`config.mk`:
```
export PLATFORM = sky130hd
export DESIGN_NAME = bsh_cmd_fifo_flat
export DESIGN_NICKNAME = d
export VERILOG_FILES = /design/src/rtl/bsh_cmd_fifo_if.sv /design/src/rtl/bsh_cmd_fifo.sv /design/src/flat_wrapper.sv
export SDC_FILE = /design/constraint.sdc
export NUM_CORES = 1
export LEC_CHECK = 0
export ABC_AREA = 1
export CAP_MARGIN = 5
export CORE_MARGIN = 8
export CORE_UTILIZATION = 58
export CTS_BUF_LIST = sky130_fd_sc_hd__clkbuf_8
export CTS_CLUSTER_SIZE = 25
export DETAILED_ROUTE_END_ITERATION = 6
export PLACE_DENSITY = 0.82
export SLEW_MARGIN = 20
export SYNTH_ARGS = -nofsm -noshare
export SYNTH_HDL_FRONTEND = slang
export SYNTH_SLANG_ARGS = --single-unit
```
`constraint.sdc`:
```
create_clock -name clk -period 7 [get_ports clk]
set_input_delay 1.75 -clock clk [delete_from_list [all_inputs] [get_ports clk]]
set_output_delay 1.75 -clock clk [all_outputs]
set_load 0.05 [all_outputs]
```
`src/rtl/bsh_cmd_fifo_if.sv`:
```
// Command/handshake bundle between a command source, bsh_cmd_fifo and the barrel shifter.
// The slave modport is the FIFO side; the master modport is the source/shifter side.
interface bsh_cmd_fifo_if #(
  parameter int DW = 32,
  parameter int AW = 2
);
  logic          in_valid;
  logic          in_ready;
  logic [DW-1:0] in_data;
  logic          in_dir;
  logic [5:0]    in_sh;
  logic          out_valid;
  logic          out_ready;
  logic [DW-1:0] data_in;
  logic          dir;
  logic [4:0]    sh;
  logic          sh_oflow;
  logic [AW:0]   count;

  modport slave (
    input  in_valid, in_data, in_dir, in_sh, out_ready,
    output in_ready, out_valid, data_in, dir, sh, sh_oflow, count
  );

  modport master (
    output in_valid, in_data, in_dir, in_sh, out_ready,
    input  in_ready, out_valid, data_in, dir, sh, sh_oflow, count
  );
endinterface

```
`src/rtl/bsh_cmd_fifo.sv`:
```
// Show-ahead command FIFO feeding the 32-bit barrel shifter.
// Shift amounts >= 32 are saturated to 31 at write time and flagged via sh_oflow.
module bsh_cmd_fifo #(
  parameter int DW    = 32,
  parameter int DEPTH = 4,
  parameter int AW    = 2
) (
  input  logic clk,
  input  logic rst_n,
  input  logic flush,
  bsh_cmd_fifo_if.slave bus
);
  localparam logic [AW:0] FULL_CNT = (AW+1)'(DEPTH);

  logic [DW-1:0] data_q  [DEPTH];
  logic          dir_q   [DEPTH];
  logic [4:0]    sh_q    [DEPTH];
  logic          oflow_q [DEPTH];

  logic [AW-1:0] wr_ptr_q, wr_ptr_d;
  logic [AW-1:0] rd_ptr_q, rd_ptr_d;
  logic [AW:0]   count_q, count_d;

  logic       full, empty, push, pop;
  logic [4:0] sh_sat;

  assign full   = (count_q == FULL_CNT);
  assign empty  = (count_q == '0);
  assign push   = bus.in_valid && !full;
  assign pop    = bus.out_ready && !empty;
  assign sh_sat = bus.in_sh[5] ? 5'd31 : bus.in_sh[4:0];

  always_comb begin
    wr_ptr_d = wr_ptr_q;
    rd_ptr_d = rd_ptr_q;
    count_d  = count_q;
    if (push) wr_ptr_d = wr_ptr_q + AW'(1);
    if (pop)  rd_ptr_d = rd_ptr_q + AW'(1);
    if (push && !pop)      count_d = count_q + (AW+1)'(1);
    else if (pop && !push) count_d = count_q - (AW+1)'(1);
  end

  always_ff @(posedge clk) begin
    if (!rst_n || flush) begin
      wr_ptr_q <= '0;
      rd_ptr_q <= '0;
      count_q  <= '0;
      for (int i = 0; i < DEPTH; i++) begin
        data_q[i]  <= '0;
        dir_q[i]   <= 1'b0;
        sh_q[i]    <= '0;
        oflow_q[i] <= 1'b0;
      end
    end else begin
      wr_ptr_q <= wr_ptr_d;
      rd_ptr_q <= rd_ptr_d;
      count_q  <= count_d;
      if (push) begin
        data_q[wr_ptr_q]  <= bus.in_data;
        dir_q[wr_ptr_q]   <= bus.in_dir;
        sh_q[wr_ptr_q]    <= sh_sat;
        oflow_q[wr_ptr_q] <= bus.in_sh[5];
      end
    end
  end

  // A pop while full frees the slot only after the edge, so in_ready is purely !full.
  assign bus.in_ready  = !full;
  assign bus.out_valid = !empty;
  assign bus.data_in   = data_q[rd_ptr_q];
  assign bus.dir       = dir_q[rd_ptr_q];
  assign bus.sh        = sh_q[rd_ptr_q];
  assign bus.sh_oflow  = oflow_q[rd_ptr_q];
  assign bus.count     = count_q;
endmodule
```
`src/flat_wrapper.sv`:
```
// flat-port wrapper written by rule: the top's interface ports become plain ports
module bsh_cmd_fifo_flat 
#(
  parameter int DW    = 32,
  parameter int DEPTH = 4,
  parameter int AW    = 2
)
  (clk, rst_n, flush, bus_in_valid, bus_in_data, bus_in_dir, bus_in_sh, bus_out_ready, bus_in_ready, bus_out_valid, bus_data_in, bus_dir, bus_sh, bus_sh_oflow, bus_count);
  bsh_cmd_fifo_if #(.DW(DW), .AW(AW)) bus_i ();
  input  logic clk;
  input  logic rst_n;
  input  logic flush;
  input wire logic [$bits(bus_i.in_valid)-1:0] bus_in_valid;
  input wire logic [$bits(bus_i.in_data)-1:0] bus_in_data;
  input wire logic [$bits(bus_i.in_dir)-1:0] bus_in_dir;
  input wire logic [$bits(bus_i.in_sh)-1:0] bus_in_sh;
  input wire logic [$bits(bus_i.out_ready)-1:0] bus_out_ready;
  output wire logic [$bits(bus_i.in_ready)-1:0] bus_in_ready;
  output wire logic [$bits(bus_i.out_valid)-1:0] bus_out_valid;
  output wire logic [$bits(bus_i.data_in)-1:0] bus_data_in;
  output wire logic [$bits(bus_i.dir)-1:0] bus_dir;
  output wire logic [$bits(bus_i.sh)-1:0] bus_sh;
  output wire logic [$bits(bus_i.sh_oflow)-1:0] bus_sh_oflow;
  output wire logic [$bits(bus_i.count)-1:0] bus_count;
  assign bus_i.in_valid = bus_in_valid;
  assign bus_i.in_data = bus_in_data;
  assign bus_i.in_dir = bus_in_dir;
  assign bus_i.in_sh = bus_in_sh;
  assign bus_i.out_ready = bus_out_ready;
  assign bus_in_ready = bus_i.in_ready;
  assign bus_out_valid = bus_i.out_valid;
  assign bus_data_in = bus_i.data_in;
  assign bus_dir = bus_i.dir;
  assign bus_sh = bus_i.sh;
  assign bus_sh_oflow = bus_i.sh_oflow;
  assign bus_count = bus_i.count;
  bsh_cmd_fifo #(.DW(DW), .DEPTH(DEPTH), .AW(AW)) u_core (.clk(clk), .rst_n(rst_n), .flush(flush), .bus(bus_i));
endmodule
```
==> run_1/layer_met1.png <==
The bar under the picture is 50 um long.
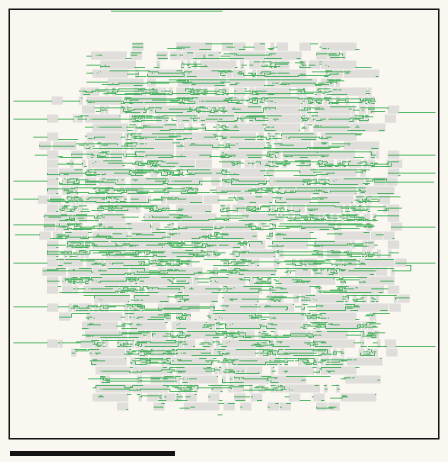
main direction = horizontal
share of all routed wire = 39%
nets with wire on the layer = 761

==> run_1/layer_met2.png <==
The bar under the picture is 50 um long.
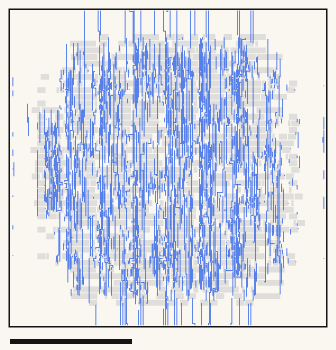
main direction = vertical
wire length on this layer = 8760 um

==> results.json, run 1 <==
{
  "status": "completed",
  "startpoint_type": "flop",
  "mux_share_pct": 0,
  "reg2reg_depth": 5,
  "synth.ff_latch_count": 165,
  "worst_hold_path_type": "reg -> reg",
  "grt_pass1_wl_mm": 27.5,
  "finalHoldViolCount": 0,
  "wl_per_cell_um": 18.3,
  "ctsResizeCount": 0,
  "ys_cells": 691,
  "seq_power_uw": 1170,
  "wl_met2_mm": 8.76,
  "cp_num_cells": 5,
  "grt_pass1_vias": 5558,
  "postSynthSeqShare_pct": 65.2,
  "cts_tree": "built",
  "lay_top_count": "nor2_1",
  "tightest_slew_ns": 1.02,
  "holdPathStages": 2,
  "hpwlAfterDp_mm": 10.3,
  "max_stage_delay_ns": 0.98,
  "layout-drive-gt1-share_pct": 13.5,
  "top_level_ports": 88,
  "r2r_slack_ns": 3.73,
  "seq_power_share_pct": 52.4,
  "antenna_left": 0,
  "num_rows": 41,
  "syn-cell-area_um2": 7460,
  "gr-usage-met2_pct": 36.2,
  "diodes": 0,
  "fmax_mhz": 181,
  "sw_frac_of_total_pct": 27.4,
  "clkPwrFrac_pct": 31.4,
  "crit_end": "bus_data_in[14]",
  "grt_max_degree": 80,
  "critPathKind": "reg -> out",
  "coreArea_um2": 12600,
  "drc": 0,
  "numPortBuffers": 87,
  "maxCapViolations": 0,
  "cp_num_buf_inv": 3,
  "die_w_um": 129,
  "htreeDepth": 4,
  "largest_area_cell": "edfxtp_1",
  "area_leaders": "edfxtp_1 63%, nor2_1 8.1%, o21ai_0 5.6%",
  "clock-sinks": 165,
  "clk_pin_slew_ns": 0.08,
  "rsz0062_at_grt": "false",
  "intPower_uw": 1620,
  "ir_drop_mv": 0.137,
  "fp_util_pct": 59.3,
  "wl_met1_mm": 6.67,
  "ys_sh_simple_pct": 18.1,
  "comb_power_uw": 360,
  "top_cell_area_share_pct": 62.8,
  "fin_nets": 804,
  "most_common_cell": "nor2_1",
  "xor_share_pct": 0.117,
  "holdBufCountCts": 0,
  "via_count": 5320,
  "cts_buffer_depth": 2,
  "warnings": 26,
  "reg2reg_from": "u_core.wr_ptr_q[1]$_SDFFE_PP0P_",
  "grt_overflow": 0,
  "dp.cells": 911,
  "ys_area_um2": 7460,
  "met3_length_mm": 1.49,
  "rr_endpoint": "u_core.data_q[3][16]$_DFFE_PP_",
  "power.switching_uw": 611,
  "post-route-min-period_ns": 5.53,
  "grt_usage_pct": 21.4,
  "synthDistinctLibCells": 25,
  "cts_root_buffer": "clkbuf_8",
  "cp_slowest_cell": "clkinv_2",
  "common_cells": "160 x nor2_1, 156 x edfxtp_1, 83 x o21ai_0",
  "largest_reg_flops": 128,
  "critical-path-top-delay-family": "buffers and inverters",
  "layoutNonFillerInstCount": 943,
  "min_from": "u_core.rd_ptr_q[0]$_SDFFE_PP0P_",
  "syn_avg_cell_area_um2": 10.8,
  "synth_nets": 737,
  "synthCells": 691,
  "cts_buffers": 17,
  "fin_worst_skew_ns": 0.0159,
  "edf_count": 156,
  "area_growth_pct": 18.3,
  "critPathCaptureType": "output port",
  "maxSlewHeadroom_pct": 32.3,
  "ys_warn_count": 0,
  "lay_top_cells": "159 x nor2_1, 156 x edfxtp_1, 87 x clkdlybuf4s50_1, 80 x o21ai_0, 61 x nor3_1",
  "fin_crit_sh_pct": 78.9,
  "postCtsSetupRepairBufs": 0,
  "fill_cells": 906,
  "top_logic_kind": "simple AND/OR/NAND/NOR gates",
  "met3_usage_pct": 5.51,
  "firstDrtPassIters": 5,
  "async_flop_share_pct": 0,
  "die.size.y_um": 129,
  "power-per-cell-area_nw_per_um2": 253,
  "dieArea_um2": 16700,
  "fin_tns_setup_ns": 0,
  "antenna_found_initial": 0,
  "avgViaCountPerCell": 5.64,
  "cp.arrival_ns": 3.78,
  "maxSlewViolCount": 0,
  "critPathMaxFanout": 79,
  "power-top-group": "registers",
  "reg_top3": "u_core.data_q (128), u_core.sh_q (20)",
  "p_clk_uw": 699,
  "comb_power_share_pct": 16.2,
  "leakage_uw": 0.00331,
  "clk_latency_ns": 0.45,
  "crit_required_ns": 5.25,
  "routabilityCongestion": 0.803,
  "ys_sh_aoi_pct": 9.11,
  "drt_iter0_drc": 689,
  "routed.top_layer": "met4",
  "wirelength_mm": 17.2,
  "use_met1_pct": 25.7,
  "adder_share_pct": 0.436,
  "setup_violations": 0,
  "top_register": "u_core.data_q",
  "ys.flop_type": "edfxtp_1",
  "cp_cell_sequence": "buf_4 > clkinv_2 > o21ai_0 > o22ai_1 > clkdlybuf4s50_1",
  "grt-busiest-layer": "met2"
}
==> run_1/layer_met3.png <==
The bar under the picture is 50 um long.
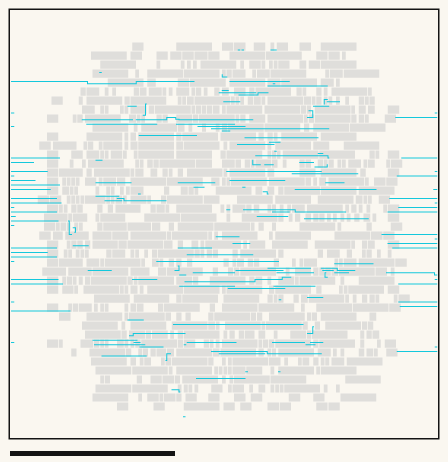
share of all routed wire = 8.6%
longest straight run = 39.1 um
main direction = horizontal
wire length on this layer = 1490 um

## run 1: per-stage QoR
step                hold WS (ns)  setup slack [ns]  cell area, um2  util (%)  total power (uW)
floorplan                  0.467              1.57            7460         -              1420
global placement           0.488              2.24            8420      67.0              1540
detailed placement         0.499              2.17            8420      67.0              1550
CTS                        0.514              1.79            8820      70.2              2230
global route               0.559              1.14            8820      70.2              2300
finish                     0.532              1.47            8820      70.2              2230
## run 1: final cells by class
type | instances | area (um2) | share of cell area [%]
inverter | 78 | 294 | 3.33
clock inverter | 14 | 158 | 1.79
sequential | 165 | 4870 | 55.2
multi-input combinational | 401 | 2110 | 23.9
clock buffer | 18 | 248 | 2.81
tap | 172 | 215 | 2.44
timing repair buffer | 95 | 931 | 10.5
==> run 2: changes to the inputs <==
CORE_UTILIZATION = 52   (was 58)
PLACE_DENSITY = 0.78   (was 0.82)
clock period = 4.5 ns   (was 7 ns; I/O delays follow)
==> run_2/layer_met3.png <==
The bar under the picture is 50 um long.
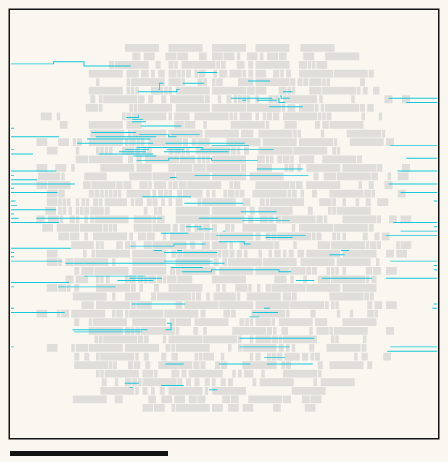
wire length on this layer = 1450 um
share of all routed wire = 8.2%
main direction = horizontal
longest straight run = 50.1 um

==> run_2/congestion.png <==
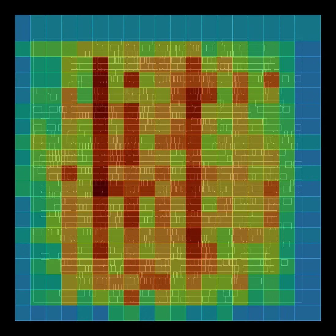
global route hottest layer: met2
Final Core Density: 62.9%
routing usage on met3: 5.71%
GR Util All Layers: 19.3%
Global Route met1 Usage: 23.5%

==> results.json, run 2 <==
{
  "coreArea_um2": 13900,
  "cp_num_buf_inv": 2,
  "syn_avg_cell_area_um2": 10.8,
  "ys_sh_simple_pct": 18.1,
  "critical-path-top-delay-family": "buffers and inverters",
  "cp.arrival_ns": 2.27,
  "fp_util_pct": 53.5,
  "final-clk-cell-share_pct": 4.28,
  "numPortBuffers": 87,
  "cp_slowest_cell": "buf_4",
  "adder_share_pct": 0.436,
  "via_count": 5303,
  "syn-cell-area_um2": 7460,
  "seq_power_uw": 1810,
  "clkPwrFrac_pct": 29.8,
  "grt_pass1_vias": 5434,
  "most_common_cell": "nor2_1",
  "cts_buffer_depth": 2,
  "fin_crit_sh_pct": 75.5,
  "area_leaders": "edfxtp_1 63%, nor2_1 8.1%, o21ai_0 5.6%",
  "dieArea_um2": 18400,
  "top_cell_area_share_pct": 62.8,
  "postSynthSeqShare_pct": 65.2,
  "cts_tree": "built",
  "max_stage_delay_ns": 0.61,
  "post-route-min-period_ns": 3.40,
  "avgViaCountPerCell": 5.54,
  "routed.top_layer": "met4",
  "seqCellArea_um2": 4870,
  "leakage_uw": 0.00338,
  "largest_class": "sequential cells",
  "layout-drive-gt1-share_pct": 18.7,
  "edf_count": 156,
  "clk_latency_ns": 0.44,
  "inv_count": 78,
  "critPathMaxFanout": 78,
  "signal_buffers": 101,
  "grt_max_degree": 79,
  "reg_top3": "u_core.data_q (128), u_core.sh_q (20)",
  "dp.cells": 925,
  "ctsResizeCount": 0,
  "async_flop_share_pct": 0,
  "seq_cell_count": 165,
  "postCtsSetupRepairBufs": 0,
  "cts_root_buffer": "clkbuf_8",
  "maxSlewHeadroom_pct": 47.4,
  "intPower_uw": 2430,
  "seq_power_share_pct": 53.7,
  "wirelength_mm": 17.7,
  "setup_violations": 0,
  "ys_area_um2": 7460,
  "fmax_mhz": 294,
  "htreeDepth": 4,
  "cts_buffers": 17,
  "maxSlewViolCount": 0,
  "die.size.y_um": 136,
  "sh_comb_area_pct": 24.1,
  "startpoint_type": "flop",
  "ys_warn_count": 0,
  "hold_slack_ns": 0.502,
  "r2r_slack_ns": 2.17,
  "top_logic_kind": "simple AND/OR/NAND/NOR gates",
  "diodes": 0,
  "wl_met1_mm": 7.11,
  "fill_cells": 1078,
  "synthCells": 691,
  "drc": 0,
  "power_uw": 3380,
  "largest_reg_flops": 128,
  "die_w_um": 136,
  "rr_endpoint": "u_core.data_q[3][20]$_DFFE_PP_",
  "cp_cell_sequence": "buf_4 > o21ai_0 > o22ai_1 > buf_4",
  "worst_hold_path_type": "reg -> reg",
  "mux_share_pct": 0,
  "comb_power_share_pct": 16.4,
  "status": "completed",
  "dp_slack_ns": 1.06,
  "setup_ws_ns": 1.10,
  "holdPathStages": 2,
  "antenna_found_initial": 0,
  "ir_drop_mv": 0.193,
  "reg2reg_from": "u_core.bus.count[0]$_SDFFE_PP0P_",
  "synth_nets": 737,
  "hpwlAfterDp_mm": 10.6,
  "sh_seq_area_pct": 55.5
}
==> run_2/layer_met2.png <==
The bar under the picture is 50 um long.
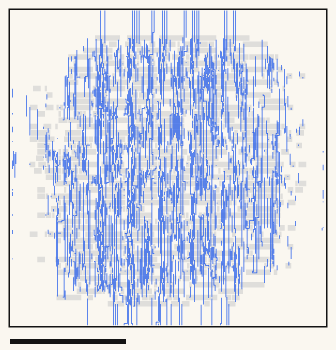
share of all routed wire = 51%
main direction = vertical
longest straight run = 70.7 um
wire length on this layer = 8970 um

run 2: cell types whose count changed in the layout (fill, tap and decap cells not counted), sizes merged:
cell and change:
clkinvlp +3, buf +45, clkinv -1, bufinv -1
clkdlybuf4s50 -39, clkbuf -1
run 2: worst max-delay path by stage:
stage                       startpoint                           endpoint  slack [ns]  depth (start not counted)
after floorplan                  rst_n  u_core.data_q[0][0]$_SDFFCE_PN0P_       -0.31                          4
after global placement    bus_in_valid     u_core.data_q[3][24]$_DFFE_PP_        1.05                          6
after detailed placement  bus_in_valid     u_core.data_q[3][19]$_DFFE_PP_        1.06                          6
after CTS                         flop                    bus_data_in[25]        1.14                          4
after global routing              flop                     bus_data_in[4]        0.99                          4
final                             flop                    bus_data_in[25]        1.10                          4
==> run 3: changes to the inputs <==
clock period = 2.79 ns   (was 4.5 ns; I/O delays follow)
==> run_3/layer_met1.png <==
The bar under the picture is 50 um long.
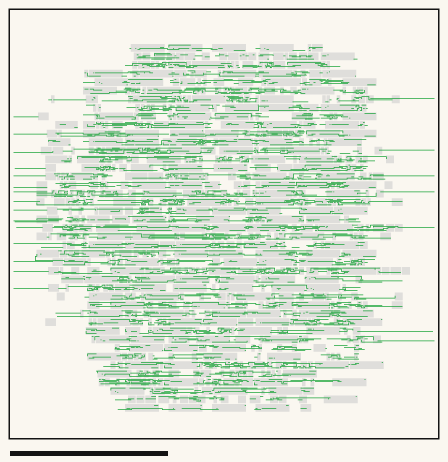
longest straight run = 32.7 um
main direction = horizontal
nets with wire on the layer = 774

==> run_3/layer_met2.png <==
The bar under the picture is 50 um long.
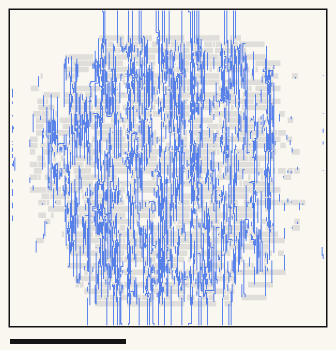
longest straight run = 73.1 um
nets with wire on the layer = 693
share of all routed wire = 50%

==> results.json, run 3 <==
{
  "postCtsSetupRepairBufs": 0,
  "syn-cell-area_um2": 7460,
  "sh_comb_area_pct": 23.7,
  "cts_root_buffer": "clkbuf_8",
  "wl_per_cell_um": 18.2,
  "top_cell_area_share_pct": 62.8,
  "comb_power_share_pct": 16.9,
  "async_flop_share_pct": 0,
  "lay_top_cells": "159 x nor2_1, 156 x edfxtp_1, 80 x o21ai_0, 61 x nor3_1, 59 x buf_4",
  "ys_warn_count": 0,
  "setup_ws_ns": 0.110,
  "avgViaCountPerCell": 5.58,
  "buf_share_pct": 11.7,
  "use_met1_pct": 24.6,
  "adder_share_pct": 0.436,
  "tightest_slew_ns": 0.587,
  "power.switching_uw": 1520,
  "clk_latency_ns": 0.44,
  "synth_nets": 737,
  "fill_cells": 1033,
  "largest_class": "sequential cells",
  "hpwlAfterDp_mm": 11.1,
  "met3_usage_pct": 4.12,
  "comb_power_uw": 918,
  "routed.top_layer": "met4",
  "maxSlewHeadroom_pct": 60.9,
  "cp_slowest_cell": "clkdlybuf4s50_1",
  "grt_pass1_vias": 5579,
  "fin_tns_setup_ns": 0,
  "firstDrtPassIters": 5,
  "cts_tree": "built",
  "cp_cell_sequence": "nor2_1 > nand2_2 > clkdlybuf4s50_1",
  "finalHoldViolCount": 0,
  "fin_nets": 822,
  "top_level_ports": 88,
  "wl_met1_mm": 7.20,
  "grt-busiest-layer": "met2",
  "die.size.y_um": 136,
  "dp.cells": 937,
  "largest_reg_flops": 128,
  "reg_top3": "u_core.data_q (128), u_core.sh_q (20)",
  "coreArea_um2": 13900,
  "via_count": 5406,
  "htreeDepth": 4,
  "num_tap_cells": 180,
  "mux_share_pct": 0,
  "sw_frac_of_total_pct": 28.0,
  "largest_area_cell": "edfxtp_1",
  "numPortBuffers": 87,
  "sh_seq_area_pct": 54.6,
  "warnings": 27,
  "grt_usage_pct": 19.6,
  "ctsResizeCount": 0,
  "postSynthSeqShare_pct": 65.2,
  "edf_count": 156,
  "power-per-cell-area_nw_per_um2": 611,
  "max_stage_delay_ns": 0.84,
  "synthCells": 691,
  "seqCellArea_um2": 4870,
  "fin_worst_skew_ns": 0.0136,
  "ys_sh_simple_pct": 18.1,
  "cp.arrival_ns": 1.98,
  "syn_avg_cell_area_um2": 10.8,
  "p_clk_uw": 1590,
  "seq_power_share_pct": 53.8,
  "critPathMaxFanout": 5,
  "antenna_found_initial": 0,
  "fin_crit_sh_pct": 96.0,
  "fmax_mhz": 373,
  "synthDistinctLibCells": 25,
  "lay_top_count": "nor2_1",
  "startpoint_type": "flop",
  "setup_violations": 0,
  "clk_pin_slew_ns": 0.08,
  "signal_buffers": 113,
  "clkPwrFrac_pct": 29.3,
  "status": "completed",
  "critical-path-top-delay-family": "buffers and inverters",
  "gr-usage-met2_pct": 33.0,
  "seq_power_uw": 2930,
  "fin_util_pct": 63.9,
  "top_register": "u_core.data_q",
  "most_common_cell": "nor2_1",
  "rsz0062_at_grt": "false",
  "placed_area_um2": 8540,
  "critPathKind": "reg -> out",
  "post-route-min-period_ns": 2.68,
  "intPower_uw": 3920,
  "dieArea_um2": 18400,
  "seq_cell_count": 165,
  "crit_required_ns": 2.09,
  "hold_slack_ns": 0.519,
  "area_leaders": "edfxtp_1 63%, nor2_1 8.1%, o21ai_0 5.6%",
  "num_rows": 43,
  "leakage_uw": 0.00346,
  "final-clk-cell-share_pct": 4.13,
  "dp_slack_ns": 0.315,
  "worst_hold_path_type": "reg -> reg",
  "die_w_um": 136,
  "power_uw": 5440,
  "clock-sinks": 165,
  "common_cells": "160 x nor2_1, 156 x edfxtp_1, 83 x o21ai_0",
  "final_area_um2": 8910,
  "critPathCaptureType": "output port",
  "antenna_left": 0,
  "synth.ff_latch_count": 165,
  "xor_share_pct": 0.117,
  "power-top-group": "registers",
  "ys.flop_type": "edfxtp_1",
  "inv_count": 78,
  "cts_buffers": 17,
  "grt_max_degree": 40,
  "clock_buffers": 20,
  "grt_overflow": 0,
  "wirelength_mm": 17.6,
  "drt_iter0_drc": 580,
  "layoutNonFillerInstCount": 969,
  "maxSlewViolCount": 0,
  "ir_drop_mv": 0.311,
  "layout-drive-gt1-share_pct": 20.0,
  "grt_pass1_wl_mm": 28.2,
  "wl_met2_mm": 8.89,
  "logic_area_um2": 2110,
  "maxCapViolations": 0,
  "fp_util_pct": 53.5,
  "area_growth_pct": 19.5,
  "ys_sh_aoi_pct": 9.11,
  "ys_area_um2": 7460,
  "top_logic_kind": "simple AND/OR/NAND/NOR gates",
  "cts_buffer_depth": 2,
  "cp_num_buf_inv": 1,
  "drc": 0,
  "diodes": 0,
  "holdBufCountCts": 0,
  "logic_gate_count": 401
}
==> run_3/layer_met3.png <==
The bar under the picture is 50 um long.
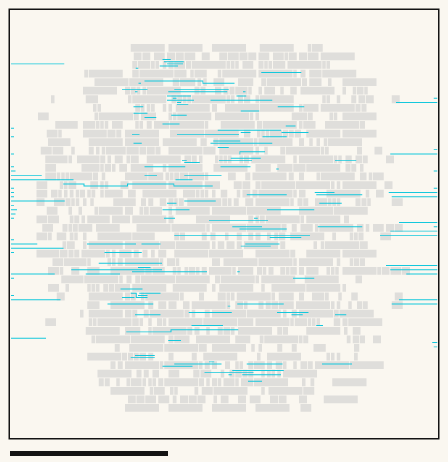
main direction = horizontal
nets with wire on the layer = 99

run 3: worst paths after layout:
| kind | end | start | slack [ns] | cells past startpoint |
|---|---|---|---|---|
| setup / recovery | bus_in_ready | u_core.bus.count[0]$_SDFFE_PP0P_ | 0.11 | 3 |
| setup reg to reg | u_core.bus.count[2]$_SDFFE_PP0P_ | u_core.bus.count[0]$_SDFFE_PP0P_ | 0.86 | 12 |
| hold / removal | flop | u_core.rd_ptr_q[0]$_SDFFE_PP0P_ | 0.52 | 2 |
| hold reg to reg | flop | u_core.rd_ptr_q[0]$_SDFFE_PP0P_ | 0.52 | 2 |
run 3: tightest hold or removal path: stages, from the launching register on:
cell and delay [ns]:
dfxtp_1 0.34, nand2_1 0.09, a21oi_1 0.06
Power and IR drop assume default switching activity.
